### Metal 1, run 1

Scale bar: 50 µm. Supply wires on this layer in grey.
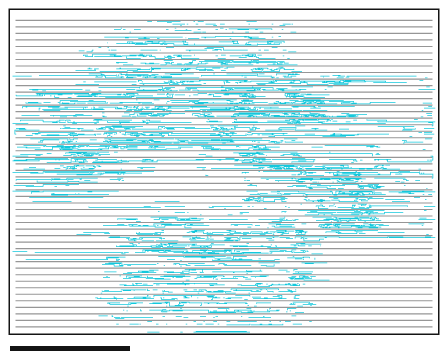
### The metal 2 layer, run 1

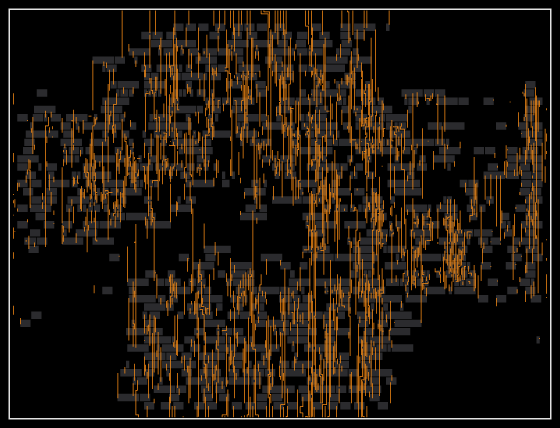
### Met3 routing, run 1

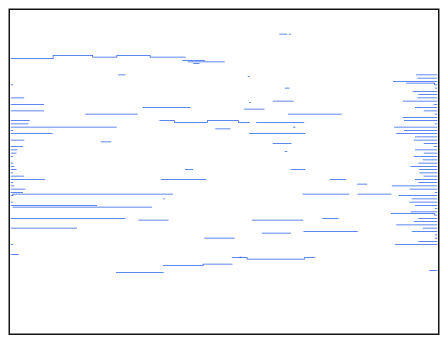
**src/rtl/syscall_pkg.sv**
```systemverilog
`default_nettype none
// ============================================================================
//  Module : syscall_pkg
//  Purpose: Shared definitions for the syscall service blocks: syscall codes,
//           legal data-memory window, string length limit and the FSM state
//           encoding of the print_string reader.
//  Ports  : none (package)
//  Rev    : 1.0  initial release
// ============================================================================
package syscall_pkg;

    // Syscall codes carried in $v0
    localparam logic [31:0] SYS_PRINT_INT = 32'd1;
    localparam logic [31:0] SYS_PRINT_STR = 32'd4;
    localparam logic [31:0] SYS_READ_INT  = 32'd5;
    localparam logic [31:0] SYS_EXIT      = 32'd10;

    // Inclusive window of word addresses the reader may fetch from
    localparam logic [31:0] MEM_LO = 32'h7FFF_FBFC;
    localparam logic [31:0] MEM_HI = 32'h7FFF_FFFC;

    // Character counter width and forced-abort length
    localparam int                CNT_W   = 9;
    localparam logic [CNT_W-1:0]  MAX_LEN = 9'd256;

    typedef enum logic [2:0] {
        ST_IDLE  = 3'd0,
        ST_FETCH = 3'd1,
        ST_EMIT  = 3'd2,
        ST_DONE  = 3'd3,
        ST_ERR   = 3'd4
    } state_e;

endpackage : syscall_pkg
`default_nettype wire

```
**src/rtl/byte_lane_select.sv**
```systemverilog
`default_nettype none
// ============================================================================
//  Module : byte_lane_select
//  Purpose: Big-endian byte extraction from a 32-bit word.
//           lane 0 -> word[31:24] ... lane 3 -> word[7:0]
//  Ports  : word     in  32  source word
//           lane     in  2   byte lane index
//           byte_out out 8   selected byte
//  Rev    : 1.0  initial release
// ============================================================================
module byte_lane_select (
    input  logic [31:0] word,
    input  logic [1:0]  lane,
    output logic [7:0]  byte_out
);

    always_comb begin
        byte_out = word[31:24];
        case (lane)
            2'd0:    byte_out = word[31:24];
            2'd1:    byte_out = word[23:16];
            2'd2:    byte_out = word[15:8];
            default: byte_out = word[7:0];
        endcase
    end

endmodule : byte_lane_select
`default_nettype wire

```
**src/rtl/syscall_string_reader.sv**
```systemverilog
`default_nettype none
// ============================================================================
//  Module : syscall_string_reader
//  Purpose: print_string syscall engine. Reads a NUL-terminated string from
//           Data_Memory one word at a time and hands it to the console sink
//           one character per valid/ready handshake, stalling the CPU via busy.
//  Ports  : clk, reset (sync, active-high)
//           syscall_req, v0, a0          - request from decode / register file
//           busy, done, err              - status to the CPU
//           mem_read, mem_address,
//           mem_read_data                - Data_Memory async read port
//           char_valid, char_data,
//           char_ready                   - console sink handshake
//           char_count                   - characters emitted by this call
//  Rev    : 1.0  initial release
// ============================================================================
module syscall_string_reader
    import syscall_pkg::*;
(
    input  logic             clk,
    input  logic             reset,
    input  logic             syscall_req,
    input  logic [31:0]      v0,
    input  logic [31:0]      a0,
    output logic             busy,
    output logic             done,
    output logic             err,
    output logic             mem_read,
    output logic [31:0]      mem_address,
    input  logic [31:0]      mem_read_data,
    output logic             char_valid,
    output logic [7:0]       char_data,
    input  logic             char_ready,
    output logic [CNT_W-1:0] char_count
);

    state_e             state_q, state_d;
    logic [31:0]        ptr_q, ptr_d;
    logic [31:0]        wbuf_q, wbuf_d;
    logic [CNT_W-1:0]   count_q, count_d;

    // Registered outputs, computed from next-state values
    logic               busy_q, busy_d;
    logic               done_q, done_d;
    logic               err_q, err_d;
    logic               mem_read_q, mem_read_d;
    logic [31:0]        mem_address_q, mem_address_d;
    logic               char_valid_q, char_valid_d;
    logic [7:0]         char_data_q, char_data_d;

    logic [31:0]        w_word_addr;
    logic               w_oob;
    logic               w_accept;
    logic [7:0]         w_next_byte;

    assign w_word_addr = {ptr_q[31:2], 2'b00};
    assign w_oob       = (w_word_addr < MEM_LO) || (w_word_addr > MEM_HI);
    assign w_accept    = char_valid_q && char_ready;

    // Byte that will be presented in the next cycle if we are in EMIT then
    byte_lane_select u_lane (
        .word     (wbuf_d),
        .lane     (ptr_d[1:0]),
        .byte_out (w_next_byte)
    );

    always_comb begin
        state_d = state_q;
        ptr_d   = ptr_q;
        wbuf_d  = wbuf_q;
        count_d = count_q;

        case (state_q)
            ST_IDLE: begin
                if (syscall_req && (v0 == SYS_PRINT_STR)) begin
                    ptr_d   = a0;
                    count_d = '0;
                    state_d = ST_FETCH;
                end
            end
            ST_FETCH: begin
                if (w_oob) begin
                    state_d = ST_ERR;
                end else begin
                    wbuf_d  = mem_read_data;
                    state_d = ST_EMIT;
                end
            end
            ST_EMIT: begin
                // char_valid_q is low in EMIT only when the current lane is NUL
                if (!char_valid_q) begin
                    state_d = ST_DONE;
                end else if (w_accept) begin
                    ptr_d   = ptr_q + 32'd1;
                    count_d = count_q + 1'b1;
                    if (count_d == MAX_LEN) begin
                        state_d = ST_ERR;
                    end else if (ptr_d[1:0] == 2'b00) begin
                        state_d = ST_FETCH;
                    end
                end
            end
            ST_DONE: state_d = ST_IDLE;
            ST_ERR:  state_d = ST_IDLE;
            default: state_d = ST_IDLE;
        endcase

        busy_d        = (state_d != ST_IDLE);
        done_d        = (state_d == ST_DONE);
        err_d         = (state_d == ST_ERR);
        mem_read_d    = (state_d == ST_FETCH);
        mem_address_d = mem_read_d ? {ptr_d[31:2], 2'b00} : mem_address_q;
        char_valid_d  = (state_d == ST_EMIT) && (w_next_byte != 8'h00);
        char_data_d   = char_valid_d ? w_next_byte : char_data_q;
    end

    always_ff @(posedge clk) begin
        if (reset) begin
            state_q       <= ST_IDLE;
            ptr_q         <= '0;
            wbuf_q        <= '0;
            count_q       <= '0;
            busy_q        <= 1'b0;
            done_q        <= 1'b0;
            err_q         <= 1'b0;
            mem_read_q    <= 1'b0;
            mem_address_q <= '0;
            char_valid_q  <= 1'b0;
            char_data_q   <= '0;
        end else begin
            state_q       <= state_d;
            ptr_q         <= ptr_d;
            wbuf_q        <= wbuf_d;
            count_q       <= count_d;
            busy_q        <= busy_d;
            done_q        <= done_d;
            err_q         <= err_d;
            mem_read_q    <= mem_read_d;
            mem_address_q <= mem_address_d;
            char_valid_q  <= char_valid_d;
            char_data_q   <= char_data_d;
        end
    end

    assign busy        = busy_q;
    assign done        = done_q;
    assign err         = err_q;
    assign mem_read    = mem_read_q;
    assign mem_address = mem_address_q;
    assign char_valid  = char_valid_q;
    assign char_data   = char_data_q;
    assign char_count  = count_q;

endmodule : syscall_string_reader
`default_nettype wire

```
**config.mk**
```make
export PLATFORM = sky130hd
export DESIGN_NAME = syscall_string_reader
export DESIGN_NICKNAME = d
export VERILOG_FILES = /design/src/rtl/syscall_pkg.sv /design/src/rtl/byte_lane_select.sv /design/src/rtl/syscall_string_reader.sv
export SDC_FILE = /design/constraint.sdc
export NUM_CORES = 1
export LEC_CHECK = 0
export ABC_CLOCK_PERIOD_IN_PS = 3700
export CORE_ASPECT_RATIO = 0.75
export CORE_MARGIN = 2
export CORE_UTILIZATION = 27
export DETAILED_ROUTE_END_ITERATION = 16
export SLEW_MARGIN = 40
export SYNTH_ARGS = -nofsm -noshare
export SYNTH_HDL_FRONTEND = slang
export SYNTH_SLANG_ARGS = --single-unit
```
**constraint.sdc**
```tcl
create_clock -name clk -period 3.7 [get_ports clk]
set_clock_uncertainty 0.05 [all_clocks]
set_input_delay 0.74 -clock clk [delete_from_list [all_inputs] [get_ports clk]]
set_output_delay 0.74 -clock clk [all_outputs]
set_load 0.03 [all_outputs]
```
==> Slide: Implementation Results, run 1 <==
Synthesis and Place & Route Summary

GRT
  • Largest net degree at the start of global routing: just under 90
  • Overall Global Routing Usage: 0.1531
  • Number of global-route vias before repair: between 5000 and 6000
  • First-pass GRT wire length: ~29000 µm

Placed design
  • Final Wtd Congestion: between 0.8 and 0.9
  • Number of placed cells counting well taps: around 1200
  • Final HPWL DP: approximately 13000 µm
  • Pre-CTS setup slack: -198.9 ps
  • IO buf count: about 150

Layout
  • Gate Area: roughly 0.0035 mm²
  • Top cells excl fill/tap: 150 x clkdlybuf4s50_1, 128 x nor2_1, 119 x dfxtp_1
  • Area delta synth->final: 41.29%
  • Registers: 119
  • # fillers: 2235
  • Post-route design area: 0.008713 mm²
  • Ratio of cells with drive above 1 in the final layout: 0.1066
  • MI comb cells: around 550
  • Diode count: 0
  • Nets: approximately 980
  • Final Non-Filler Cells: around 1200
  • Non-clk bufs: between 150 and 200
  • Clkbuf count: 20
  • Comb area share: 0.4068
  • Clock buf/inv share: 0.06447
  • Non-clock buffer share: 0.2084
  • Sequential cell area share: 0.2734
  • Cell type taking the most area: multi-input combinational cells
  • Non-Clock Inverter Count: 11
  • Post-layout util: 0.3920

Critical path
  • Endpoint class of the critical path: flip-flop
  • Worst path slowest cell: clkdlybuf4s50_1
  • Reg2Reg Depth: 11
  • Worst R2R Start: char_count[1]
  • Crit path max fanout: 17
  • CP bufs+invs: 4
  • CP Data Required Time: approximately 4000 ps
  • Crit path cell chain: clkdlybuf4s50_1, or3_1, buf_4, nor4_1, buf_4, a211o_1, buf_12, mux2i_1, mux2i_1, and4bb_1, nand2_2, o221ai_1
  • R2r setup slk: approximately 400 ps
  • Critical Path Source: v0[19]
  • Crit path DAT: roughly 3800 ps

STA
  • Max Freq: around 290 MHz
  • Final Max Tran Viols: 0
  • Worst Tran Pin Value: 588.2 ps
  • RSZ-0062 raised after global routing: no
  • Fin crit share: 0.9449
  • Min cycle time layout: roughly 3500 ps
  • Post-Route Setup TNS: 0 ps

Die
  • Die height: approximately 130 µm
  • Rows: between 40 and 50
  • Core Box Area: 0.02223 mm²
  • Tap cells: 294
  • Die Footprint: roughly 0.024 mm²

Synthesis
  • Yosys chip area: a little over 0.006 mm²
  • Post-synthesis simple-gate area fraction: 0.2721
  • Synth Area in XOR/XNOR: 0.002840
  • Main synth FF type: dfxtp_1
  • Post-synthesis adder-cell area fraction: 0.006086
  • Dominant kind of combinational cell: simple AND/OR/NAND/NOR gates
  • Cells after synthesis: 718
  • Post-synth ARST share: 0
  • Synth Area per Inst: around 8.6 µm²
  • Yosys warns: 0
  • Distinct lib cells used: approximately 69
  • Count of flip-flops with a built-in enable after synthesis: 0

Power
  • Pwr Total: about 3 mW
  • Cell Pwr Density: roughly 350 mW/mm²
  • Leak: between 3 and 4 nW

Run
  • Total of max-cap violations: 0

Clock network
  • Maximum clock path buffer count: 2
  • Clk slew on worst S/H paths: around 50 ps
  • Postcts setup bufs: 0
  • Post-cts sizing count: 0
  • Htree depth: 4
  • Clk root buf: clkbuf_16
  • Clock sinks: roughly 120
  • TritonCTS clock tree: done

Min path
  • Worst hold path depth: 2
  • Hold endpoint: wbuf_q[27]
  • Hold path startpoint: wbuf_q[27]

Drt
  • Vias per cell: ~4.9
  • DRC violations left: 0
  • 1st-iter DRT viols: approximately 390
  • Residual antenna-violating net count after detailed routing: 0
  • DRT Pass-1 Iters: 5

Status
  • Status: completed
-- 'Metal 1' (at the start) --
The wires run mostly horizontal. The layer holds 49% of the routed length. The layer carries 9200 µm of wire. The longest straight run is 52.0 µm.
Vias: 5817
DRT Wirelength: 18580 µm

-- 'The metal 2 layer' (at the start) --
The longest straight run is 45.7 µm. The layer carries 7730 µm of wire. The wires run mostly vertical. 805 nets have wire on it.

-- 'Met3 routing' (at the start) --
The layer carries 1420 µm of wire. The wires run mostly horizontal. The longest straight run is 66.7 µm. The layer holds 7.6% of the routed length. 109 nets have wire on it.

==> run 1: cells by family after synthesis <==
kind of cell / count (synthesis)
adder cells (fa/ha/maj): 3
multiplexers: 94
XOR/XNOR: 2
flip-flops: 119
AND-OR/OR-AND: 126
AND/OR/NAND/NOR: 321
buffers and inverters: 52
other: 1
==> run 1: report_power, final <==
group	total [mW]	switching, mW	internal (mW)
clock network	1.61	0.600	1.01
logic	0.161	0.0566	0.104
registers	1.28	0.000851	1.28
==> run 1: metal layers <==
metal	up-vias	GRT usage	share of wire
met5	-	0	0
met3	21	0.05349	0.076
met1	2724	0.2157	0.49
met2	154	0.2186	0.42
li1	2918	-	-
met4	0	0.04517	0.013
==> run 1: worst max-delay path by stage <==
stage                        end  depth (start not counted)
floorplan             char_valid                         10
global placement      char_valid                         12
detailed placement  char_data[2]                         12
CTS                 char_data[6]                         12
global route        char_data[2]                         12
finish              char_data[6]                         12
==> run 1: synth_stat cells, types with 8 or more instances <==
| master | instances | share of area |
|---|---|---|
| dfxtp_1 | 119 | 0.39 |
| buf_4 | 8 | 0.0097 |
| inv_1 | 10 | 0.0061 |
| nor2b_1 | 22 | 0.022 |
| nor2_1 | 128 | 0.078 |
| o21ai_0 | 19 | 0.015 |
| and3_1 | 8 | 0.0081 |
| clkbuf_1 | 25 | 0.015 |
| nor4_1 | 10 | 0.010 |
| nor3_1 | 19 | 0.015 |
| nand4_1 | 18 | 0.018 |
| nand3b_1 | 12 | 0.015 |
| nand3_1 | 20 | 0.016 |
| a21oi_1 | 30 | 0.024 |
| a211oi_1 | 13 | 0.016 |
| nand2_1 | 43 | 0.026 |
| o22ai_1 | 13 | 0.013 |
| o22a_1 | 10 | 0.014 |
| mux2i_1 | 93 | 0.15 |
==> inputs of run 2 (changes only) <==
--- a/config.mk
+++ b/config.mk
@@ -7,7 +7,6 @@
 export LEC_CHECK = 0
 export ABC_CLOCK_PERIOD_IN_PS = 3700
 export CORE_ASPECT_RATIO = 0.75
-export CORE_MARGIN = 2
 export CORE_UTILIZATION = 27
 export DETAILED_ROUTE_END_ITERATION = 16
 export SLEW_MARGIN = 40
### Met3 routing, run 2

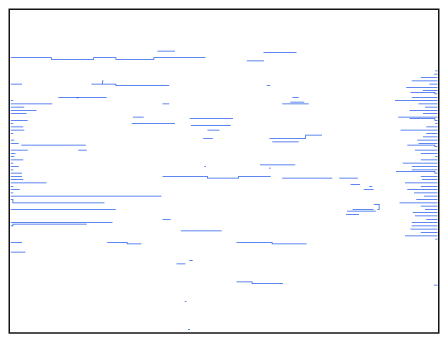
The layer holds 7.1% of the routed length. 114 nets have wire on it. The wires run mostly horizontal. The longest straight run is 61.9 µm.

==> run 2 against run 1 <==
  * Area after synthesis stayed put
  * Non-clock buffer count increased by 4
  * Cell count rose by 0.51%
  * Combinational power about the same
  * Core utilization rose by 0.20 points
  * Sequential share of layout area is 0.14 points lower
  * Critical path type unchanged
  * Largest power group unchanged
  * Fmax rose by 3.5%
  * Global-route usage rose by 0.96 points
  * Synthesized cell count stayed put
==> Slide: Implementation Results, run 2 <==
Synthesis and Place & Route Summary

STA
  • Hold Vio Cnt, Final: 0 (unchanged)
  • Final Max Tran Viols: 0 (unchanged)
  • Fin crit share: 0.9127 (was 0.9449)
  • Worst Tran Pin Value: 657.5 ps (was 588.2 ps)
  • Worst relative slew slack: 0.5583 (was 0.5977)
  • Min cycle time layout: 3377 ps (was 3496 ps)
  • Max Freq: 296.1 MHz (was 286.0 MHz)
  • RSZ-0062 raised after global routing: no (unchanged)

Drt
  • Vias: 5773 (was 5817)
  • Vias per cell: 4.847 (was 4.909)
  • DRT Pass-1 Iters: 5 (unchanged)
  • DRC violations left: 0 (unchanged)
  • 1st-iter DRT viols: 429 (was 385)
  • DRT Wirelength: 18530 µm (was 18580 µm)
  • Residual antenna-violating net count after detailed routing: 0 (unchanged)

Synthesis
  • Yosys chip area: 0.006167 mm² (unchanged)
  • Count of flip-flops with a built-in enable after synthesis: 0 (unchanged)
  • Cells after synthesis: 718 (unchanged)
  • Dominant kind of combinational cell: simple AND/OR/NAND/NOR gates (unchanged)
  • Top cells by area: dfxtp_1 39%, mux2i_1 15%, nor2_1 7.8%, nand2_1 2.6%, a21oi_1 2.4% (unchanged)
  • Post-synth ARST share: 0 (unchanged)
  • Post-synthesis simple-gate area fraction: 0.2721 (unchanged)
  • Yosys warns: 0 (unchanged)
  • Area leader, netlist: dfxtp_1 (unchanged)
  • Top cell area share: 0.3863 (unchanged)
  • Synth Area in XOR/XNOR: 0.002840 (unchanged)
  • Synth Area per Inst: 8.589 µm² (unchanged)
  • Mux area share: 0.1532 (unchanged)
  • Post-synthesis adder-cell area fraction: 0.006086 (unchanged)
  • Distinct lib cells used: 69 (unchanged)
  • Synth top cell by count: nor2_1 (unchanged)
  • Synth top cells by count: 128 x nor2_1, 119 x dfxtp_1, 93 x mux2i_1, 43 x nand2_1, 30 x a21oi_1 (unchanged)

Power
  • Leak: 3.160 nW (was 3.140 nW)
  • Pwr Total: 3.099 mW (was 3.055 mW)
  • Cell Pwr Density: 353.9 mW/mm² (was 350.6 mW/mm²)

GRT
  • First-pass GRT wire length: 29680 µm (was 28590 µm)
  • Overall Global Routing Usage: 0.1628 (was 0.1531)
  • Gr ovfl total: 0 (unchanged)
  • Number of global-route vias before repair: 5519 (was 5387)
  • Largest net degree at the start of global routing: 82 (was 87)

Critical path
  • Crit path DAT: 3610 ps (was 3780 ps)
  • Endpoint class of the critical path: flip-flop (unchanged)
  • CP Data Required Time: 3940 ps (was 3980 ps)
  • Crit path max fanout: 5 (was 17)

Placed design
  • Final HPWL DP: 13600 µm (was 13410 µm)
  • Pre-CTS setup slack: -114.1 ps (was -198.9 ps)
  • Final Wtd Congestion: 0.8442 (was 0.8439)
  • IO buf count: 151 (unchanged)

Clock network
  • Clock sinks: 119 (unchanged)
  • Post-cts sizing count: 0 (unchanged)
  • Htree depth: 4 (unchanged)
  • Clk root buf: clkbuf_16 (unchanged)
  • Clk slew on worst S/H paths: 60 ps (was 50 ps)
  • TritonCTS clock tree: done (unchanged)
  • Postcts setup bufs: 0 (unchanged)
  • Maximum clock path buffer count: 2 (unchanged)
  • Clk ins delay skew pair: 420 ps (about the same)

Layout
  • Ratio of cells with drive above 1 in the final layout: 0.1137 (was 0.1066)
  • Diode count: 0 (unchanged)
  • Top cells excl fill/tap: 150 x clkdlybuf4s50_1, 128 x nor2_1, 119 x dfxtp_1 (unchanged)
  • Area delta synth->final: 42.02% (was 41.29%)
  • Nets: 987 (was 983)

Run
  • Tool Warnings: 27 (unchanged)

Die
  • Core Box Area: 0.02223 mm² (unchanged)
  • Die height: 132.9 µm (was 134.9 µm)
  • Rows: 47 (unchanged)
  • Die Footprint: 0.02346 mm² (was 0.02408 mm²)

Status
  • Status: completed (unchanged)
### Track usage over the die, run 2

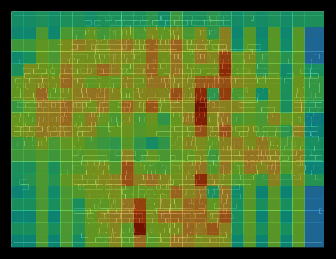
met3 Use GR: 0.05115
post-layout util: 0.3940
GR met1 Demand/Resource: 0.2380

==> run 2: cell counts after synthesis <==
No cell type changed its count.
==> run 2: metrics by stage <==
stage	TNS (ps)	instance area (µm²)	cells
floorplan	0	6171	719
global placement	-184.0	8165	1159
detailed placement	-736.3	8165	1159
CTS	0	8755	1191
global route	0	8758	1191
finish	0	8758	1191
==> run 2: per-layer routing <==
metal  share of wire  global-route usage  vias to the layer above
li1                -                   -                     2934
met1            0.51              0.2380                     2656
met2            0.41              0.2264                      171
met3           0.071             0.05115                       12
met4          0.0092             0.04215                        0
met5               0                   0                        -
==> run 2: final cells by class <==
cell class / count / area, µm²
Fill cell: 2265 / 13470
Multi-Input combinational cell: 548 / 3545
Sequential cell: 119 / 2382
Timing Repair Buffer: 187 / 1833
Clock buffer: 18 / 439.2
Tap cell: 294 / 367.9
Clock inverter: 14 / 150.1
Inverter: 11 / 41.29
==> run 2: worst paths after layout <==
check / start / to / slack (ps) / cells after the start
max: v0[6] / char_data[6] / 320 / 11
min: wbuf_q[26] / wbuf_q[26] / 440 / 2
max reg2reg: char_count[0] / char_data[6] / 480 / 11
min reg2reg: wbuf_q[26] / wbuf_q[26] / 440 / 2
==> run 2: logic make-up after synthesis <==
family,count (synthesis)
other cells,1
mux,94
xor+xnor,2
fa+ha+maj,3
compound gates,126
buf+inv,52
simple gates,321
flops,119
==> run 2: worst max-delay path: stages <==
cell and delay [ps]:
clkdlybuf4s50_1 390, nor4_1 400, nand2_1 150, o31a_1 350, buf_4 150, a2111oi_0 480, a211oi_2 100, a211oi_2 280
and4bb_1 300, nand2_2 150, o221ai_1 130
==> run 2: report_power, final <==
part | switching, mW | internal (mW)
clock network | 0.644 | 1.01
logic | 0.0558 | 0.104
registers | 0.000806 | 1.28
total | 0.700 | 2.40
==> inputs of run 3 (changes only) <==
--- a/config.mk
+++ b/config.mk
@@ -7,7 +7,9 @@
 export LEC_CHECK = 0
 export ABC_CLOCK_PERIOD_IN_PS = 3700
 export CORE_ASPECT_RATIO = 0.75
+export CORE_MARGIN = 1
 export CORE_UTILIZATION = 27
+export CTS_CLUSTER_DIAMETER = 150
 export DETAILED_ROUTE_END_ITERATION = 16
 export SLEW_MARGIN = 40
 export SYNTH_ARGS = -nofsm -noshare
### Signal metal coverage by tile, run 3

35 x 27 tiles, from dark blue (low) to red (high), scaled to the fullest tile. Values are wire area over tile area, all layers added.
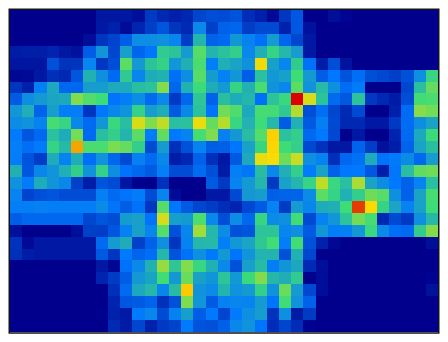
The mean over all tiles is 0.13. The emptiest ninth of the die: lower right. The fullest tile reaches 0.57.

==> run 3 against run 2 <==
  * Core utilization unchanged
  * Via count unchanged
  * Fmax unchanged
  * Synthesized cell count unchanged
  * Combinational power about the same
==> Slide: Implementation Results, run 3 <==
Synthesis and Place & Route Summary

Critical path
  • Most used cell, CP: a211oi_2 (unchanged)
  • CP bufs+invs: 2 (unchanged)
  • Crit path cell chain: clkdlybuf4s50_1, nor4_1, nand2_1, o31a_1, buf_4, a2111oi_0, a211oi_2, a211oi_2, and4bb_1, nand2_2, o221ai_1 (unchanged)
  • R2R Path End: char_data[6] (unchanged)
  • Endpoint class of the critical path: flip-flop (unchanged)
  • Critical Path Source: v0[6] (unchanged)
  • R2r setup slk: 480 ps (about the same)
  • Worst R2R Start: char_count[0] (unchanged)
  • Worst path slowest cell: a2111oi_0 (unchanged)
  • CP Data Required Time: 3940 ps (about the same)
  • Crit path max fanout: 5 (unchanged)
  • Reg2Reg Depth: 11 (unchanged)
  • Slowest stage delay, CP: 480 ps (about the same)
  • Top delay family on crit path: AND-OR/OR-AND gates (unchanged)
  • Crit path DAT: 3610 ps (about the same)

STA
  • Min cycle time layout: 3377 ps (unchanged)
  • Hold Vio Cnt, Final: 0 (unchanged)
  • Worst Tran Pin Value: 657.5 ps (unchanged)
  • Max Freq: 296.1 MHz (unchanged)
  • Final Max Tran Viols: 0 (unchanged)
  • Fin crit share: 0.9127 (unchanged)
  • Worst relative slew slack: 0.5583 (unchanged)
  • PnR worst setup slack: 323.1 ps (unchanged)

GRT
  • Met3 Use GR: 0.05115 (unchanged)
  • Most used routing layer: met1 (unchanged)
  • First-pass GRT wire length: 29680 µm (unchanged)
  • Largest net degree at the start of global routing: 82 (unchanged)
  • Overall Global Routing Usage: 0.1628 (unchanged)
  • Gr ovfl total: 0 (unchanged)

Drt
  • Met3 WL: 1313 µm (unchanged)
  • Met2 Wirelength: 7625 µm (unchanged)
  • 1st-iter DRT viols: 429 (unchanged)
  • Residual antenna-violating net count after detailed routing: 0 (unchanged)
  • DRT Pass-1 Iters: 5 (unchanged)
  • Wl on met1: 9421 µm (unchanged)
  • Vias per cell: 4.847 (unchanged)
  • DRC violations left: 0 (unchanged)

Power
  • Clock Power Share: 0.535 (about the same)
  • Leak: 3.160 nW (unchanged)
  • Cell Pwr Density: 353.9 mW/mm² (unchanged)
  • Pwr Total: 3.099 mW (unchanged)
  • Reg power frac: 0.414 (about the same)
  • Sw Ratio: 0.2259 (unchanged)
  • Pint: 2.399 mW (unchanged)

Min path
  • Hold path startpoint: wbuf_q[26] (unchanged)
  • Worst hold path depth: 2 (unchanged)
  • Hold endpoint: wbuf_q[26] (unchanged)

Placed design
  • Final HPWL DP: 13600 µm (unchanged)
  • Pre-CTS setup slack: -114.1 ps (unchanged)
  • IO buf count: 151 (unchanged)
  • Placed Area: 0.008165 mm² (unchanged)
  • Final Wtd Congestion: 0.8442 (unchanged)

Synthesis
  • Yosys warns: 0 (unchanged)
  • Count of flip-flops with a built-in enable after synthesis: 0 (unchanged)
  • Area leader, netlist: dfxtp_1 (unchanged)
  • Distinct lib cells used: 69 (unchanged)
  • Post-synth ARST share: 0 (unchanged)
  • Synth top cells by count: 128 x nor2_1, 119 x dfxtp_1, 93 x mux2i_1, 43 x nand2_1, 30 x a21oi_1 (unchanged)
  • Synth top cell by count: nor2_1 (unchanged)
  • Yosys chip area: 0.006167 mm² (unchanged)
  • Top cells by area: dfxtp_1 39%, mux2i_1 15%, nor2_1 7.8%, nand2_1 2.6%, a21oi_1 2.4% (unchanged)
  • Synth Area per Inst: 8.589 µm² (unchanged)

Layout
  • Post-route design area: 0.008758 mm² (unchanged)
  • Ratio of cells with drive above 1 in the final layout: 0.1137 (unchanged)
  • Post-layout util: 0.3940 (unchanged)
  • Area delta synth->final: 42.02% (unchanged)
  • # fillers: 2265 (unchanged)
  • Nets: 987 (unchanged)
  • Top cells excl fill/tap: 150 x clkdlybuf4s50_1, 128 x nor2_1, 119 x dfxtp_1 (unchanged)

Clock network
  • TritonCTS clock tree: done (unchanged)
  • Clock sinks: 119 (unchanged)
  • Postcts setup bufs: 0 (unchanged)
  • Maximum clock path buffer count: 2 (unchanged)
  • Htree depth: 4 (unchanged)

Die
  • Core Box Area: 0.02223 mm² (unchanged)
  • Die Footprint: 0.02346 mm² (unchanged)
  • Rows: 47 (unchanged)

Run
  • Tool Warnings: 27 (unchanged)
  • Total of max-cap violations: 0 (unchanged)

Status
  • Status: completed (unchanged)
### Metal 1, run 3

Scale bar: 50 µm. Supply wires on this layer in grey.
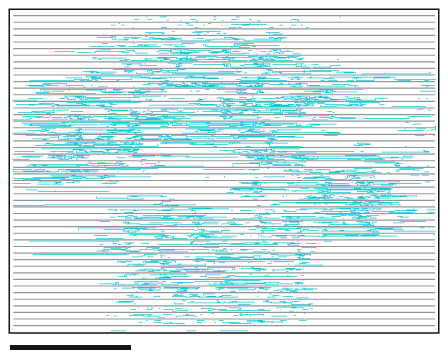
The wires run mostly horizontal. The longest straight run is 49.0 µm. The layer carries 9420 µm of wire. The layer holds 51% of the routed length. 872 nets have wire on it.
DRT Wirelength: 18530 µm
Vias: 5773

-- run 3: metrics by stage --
| step | TNS, ps | cells | hold slack, ps |
|---|---|---|---|
| floorplan | 0 | 719 | 404.7 |
| CTS | 0 | 1191 | 444.1 |
| finish | 0 | 1191 | 436.1 |
| global route | 0 | 1191 | 465.5 |
| global placement | -184.0 | 1159 | 420.7 |
| detailed placement | -736.3 | 1159 | 430.1 |
-- run 3: cell families after synthesis --
logic type                 synth area share
AOI/OAI and AO/OA                    0.1392
xor gates and xnor gates           0.002841
adders and majority gates          0.006087
buffers and inverters               0.03977
DFF                                  0.3863
muxes                                0.1532
other                             0.0006081
and+or+nand+nor                      0.2721
-- run 3: final cells by class --
class / count / area (µm²) / area share
flip-flops and latches: 119 / 2382 / 0.2720
repair buffers: 187 / 1833 / 0.2093
multi-input cells: 548 / 3545 / 0.4047
well taps: 294 / 367.9 / 0.04200
clock inverters: 14 / 150.1 / 0.01714
inverters: 11 / 41.29 / 0.004714
clock buffers: 18 / 439.2 / 0.05014
-- run 3: power groups by stage --
stage	sequential, mW	clock (mW)	combinational (mW)
3_3_place_gp	1.31	0	0.161
2_1_floorplan	1.31	0	0.0326
4_1_cts	1.28	1.70	0.161
6_report	1.28	1.66	0.159
3_5_place_dp	1.31	0	0.161
5_1_grt	1.28	1.76	0.169
-- run 3: how the worst max path moves through the flow --
| stage | slack [ps] | endpoint | depth (start not counted) |
|---|---|---|---|
| after global routing | 80 | char_data[6] | 11 |
| after detailed placement | -110 | char_data[2] | 11 |
| after CTS | 290 | char_data[6] | 11 |
| final | 320 | char_data[6] | 11 |
| after global placement | -40 | char_data[2] | 11 |
| after floorplan | 650 | char_valid | 10 |
Power figures rest on the tool's default switching activity, not on a simulated workload.
